==> config.mk <==
export PLATFORM = sky130hd
export DESIGN_NAME = gpr_wb_arbiter
export DESIGN_NICKNAME = d
export VERILOG_FILES = /design/src/rtl/gpr_wb_arbiter.sv
export SDC_FILE = /design/constraint.sdc
export NUM_CORES = 1
export LEC_CHECK = 0
export CAP_MARGIN = 20
export CELL_PAD_IN_SITES_DETAIL_PLACEMENT = 0
export CELL_PAD_IN_SITES_GLOBAL_PLACEMENT = 1
export CORE_UTILIZATION = 29
export DETAILED_ROUTE_END_ITERATION = 8
export PLACE_DENSITY = 0.89
export RECOVER_POWER = 25
export SLEW_MARGIN = 15
export SYNTH_ARGS = -nofsm -noshare
export SYNTH_HDL_FRONTEND = slang
export SYNTH_SLANG_ARGS = --single-unit
==> constraint.sdc <==
create_clock -name clk -period 3.55 [get_ports clk]
set_clock_uncertainty 0.05 [all_clocks]
set_input_delay 0.71 -clock clk [delete_from_list [all_inputs] [get_ports clk]]
set_output_delay 0.71 -clock clk [all_outputs]
set_load 0.01 [all_outputs]
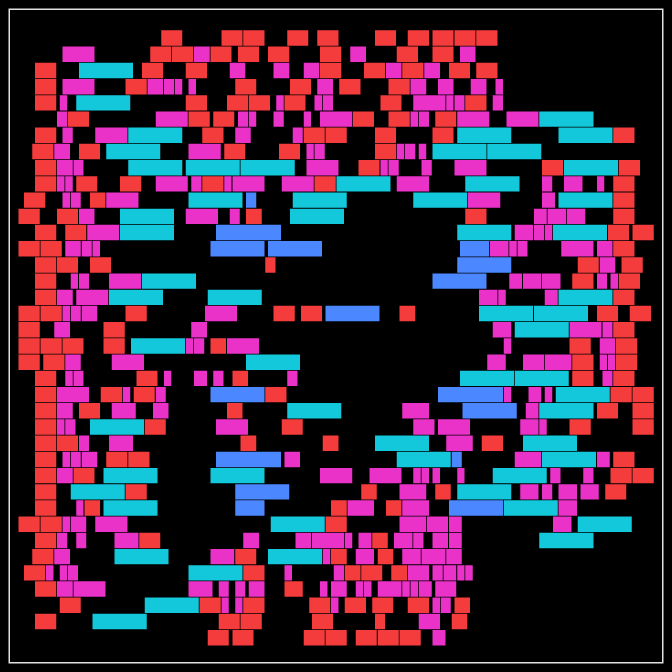
(images/cell_classes.png)
legend:
  red:
    class: other buffers and delay cells
    cells: 196
    share_of_their_area: 35%
  cyan:
    class: flip-flops
    cells: 58
    share_of_their_area: 27%
  blue:
    class: clock drivers and dummy loads
    cells: 16
    share_of_their_area: 6.5%
  magenta:
    class: all other logic
    cells: 235
    share_of_their_area: 32%
# rows: 38
flop share of the area: 25.7%
Design Area, Final: 5640 µm²
Final Core Density: 51.2%

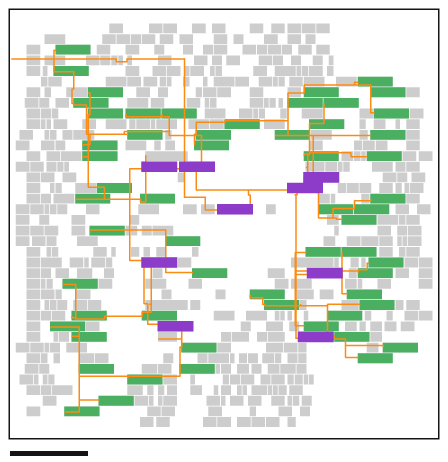
(images/clock_map.png)
Bar = 20 µm.
legend:
  green:
    item: flip-flops
    count: 58
  orange:
    item: clock wires
    length: 887 µm
  purple:
    item: cells driving clock nets
    count: 9
routed clock nets: 10
clock network power share: 23.7%
clk latency late pin: 320 ps
Clk. pwr: 0.00102 W

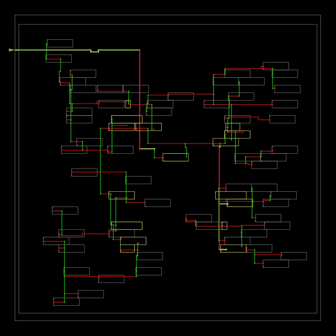
(images/final_clocks.png)
Flops: 58
clock buffer count: 11
Num CTS Buffers: 9

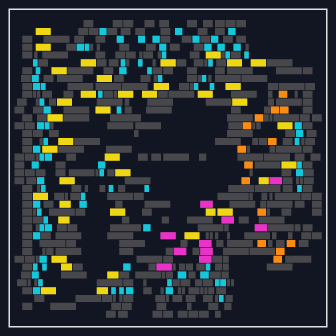
(images/gate_families.png)
legend:
  yellow:
    family: multiplexers
    cells: 39
    most_used: mux2_4
    where: all over the die
  orange:
    family: XOR/XNOR gates
    cells: 14
    most_used: xnor2_1
  cyan:
    family: inverting AOI/OAI gates
    cells: 81
    most_used: a21oi_1
    where: all over the die
  magenta:
    family: adder and majority cells
    cells: 10
    most_used: ha_1
most frequent logic cell in the layout: clkdlybuf4s50_1
Comb/total area: 30.5%
Non-Filler Instances: 645

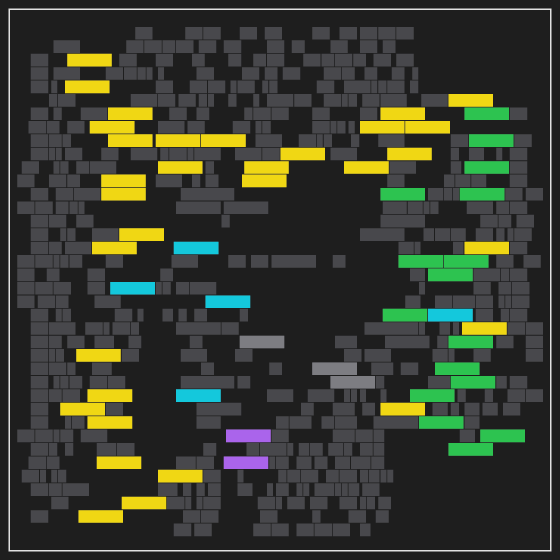
(images/registers.png)
legend:
  cyan:
    signal: `addrC`
    placed_flops: 5
  yellow:
    signal: `data_in_C`
    placed_flops: 32
    where: all over the die
  purple:
    signal: `grant_id`
    placed_flops: 2
  green:
    signal: `wb_count`
    placed_flops: 16
Power Sequential: 0.00112 W
Register Area: 1450 µm²

==> deck_impl_summary.md <==
Synthesis and Place & Route Summary

Pwr
  – Max VDD drop: around 0.36 mV
  – Sw power: 0.00139 W
  – Internal power: about 0.0029 W
  – P_comb: approximately 0.0022 W
  – Flop pwr share: 26.0%
  – Top pwr grp: combinational cells
  – Sw frac: 32.3%
  – Leakage: between 2 and 2.5 nW
  – Combinational share of power: 50.3%

Placement
  – Placed Cells incl. Taps: about 630
  – Place WS: -230 ps
  – Final Wtd Congestion: 0.758
  – Port Buffer Count: 175
  – Area after DPL: about 5300 µm²
  – Post-DP HPWL: 7740 µm

Global routing
  – Met2 usage: between 30% and 40%
  – Gr busiest metal: met2
  – First-pass GRT wire length: 15300 µm
  – Initial antenna violation count: 0
  – Met3 usage: ~4.9%
  – GR Util All Layers: 17.0%
  – GRT overflow: 0
  – Met1 usage: a little under a fifth
  – Pin count of the biggest net entering global routing: 38

Setup path
  – WP data arrival: 2690 ps
  – Kind of critical path: input port to primary output
  – Crit-path cells: clkdlybuf4s50_1, a221o_1, o21a_1, a41oi_1, or2_4, ha_1, inv_1, nor2_1, clkdlybuf4s15_1
  – Bufs and invs on worst path: 3
  – R2R Setup Slk: approximately 290 ps
  – CP delay by family, top: buffers and inverters
  – Worst path slowest cell: clkdlybuf4s50_1
  – Largest stage delay, worst path: about 480 ps
  – Critical path depth: 9
  – CP required: 2790 ps
  – Worst R2R Path Depth: 13
  – CP endpoint kind: primary output
  – Crit path max fanout: 5

STA
  – Max Slew Vio Count: 0
  – Min Tclk post-route: 3450 ps
  – Cycle use final: 97.1%
  – TNS Setup: 0 ps
  – Final setup viols: 0
  – Final Hold Viols: 0
  – Relative slew margins: between 30% and 40%
  – WHS: 417 ps
  – Worst-margin pin slew: 1030 ps
  – Final WS setup: between 100 and 150 ps
  – RSZ-0062 raised after global routing: no

Layout
  – Dominant logic cell types in the final layout: 171 x clkdlybuf4s50_1, 58 x dfrtp_1, 43 x nor2_1
  – Layout cells sized above 1: 16.0%
  – Largest class: non-clock buffers
  – Layout Nets: 627
  – Count of plain and timing-repair buffers: roughly 200
  – Clk cell area share: 6.25%
  – Max reg flops: 32
  – Antenna Cells: 0
  – Multi-In Gates: about 220
  – Fillers: 1001
  – Gate Area: 1720 µm²
  – Fraction of area in non-clock buffers: 33.7%

Routing
  – Detailed Route WL: 10100 µm
  – Met2 WL: 5000 µm
  – Via count: around 3100
  – First drt pass iteration count: 4
  – Routed len/inst: 15.7 µm
  – Highest routed metal layer: met4
  – Via density: 4.84
  – Final ANT Viol Nets: 0
  – DRC Markers: 0

Synthesis
  – Chip Area, Yosys: 3350 µm²
  – Dominant register cell: dfrtp_1
  – Top cell type by total area after synthesis: dfrtp_1
  – And+or+nand+nor area frac: 9.68%
  – Top-area cell share: 43.4%
  – Most common cell in the synthesized netlist: dfrtp_1
  – Adder Share, Synth: 3.74%
  – Top post-synthesis cells by area: dfrtp_1 43%, mux2_4 14%, a22oi_1 8.3%
  – Mapped cell area: 3350 µm²
  – Top non-seq family: AND-OR/OR-AND gates
  – Syn avg cell area: 10.7 µm²
  – Seq/Total Area, Yosys: 43.4%
  – MUX share of area: 16.6%
  – Top cells by count: 58 x dfrtp_1, 44 x nor2_1, 38 x a21oi_1, 37 x a22oi_1, 32 x mux2_4
  – FF+latch count, synth: 58
  – Yosys warnings: 0
  – Async SR Flop Fraction: 100%
  – Ys cells: 314
  – Aoi share: 17.4%
  – Xor/xnor share: 3.66%
  – Post-synth EDFFs: 0
  – Post-Syn Instances: between 300 and 400

Clock network
  – Root buf cell: clkbuf_16
  – H-Tree Depth: 3
  – Worst-path clk slew: 60 ps
  – Post-CTS Repair Setup Buffers: 1
  – Hold_buf cts: 0
  – CTS tree: built

Flow run
  – Total tool warning count: 33
  – Max-cap violations: 0

Floorplan
  – Floorplan core density: a little under a third
  – Die Wd: 109 µm
  – Core area: 11000 µm²
  – I/O Pins: 176
  – Tapcell count: 140

Hold path
  – HP Class: flop to flop

Run status
  – Outcome: finished, final reports clean
Power is estimated from default activity; no workload was simulated.
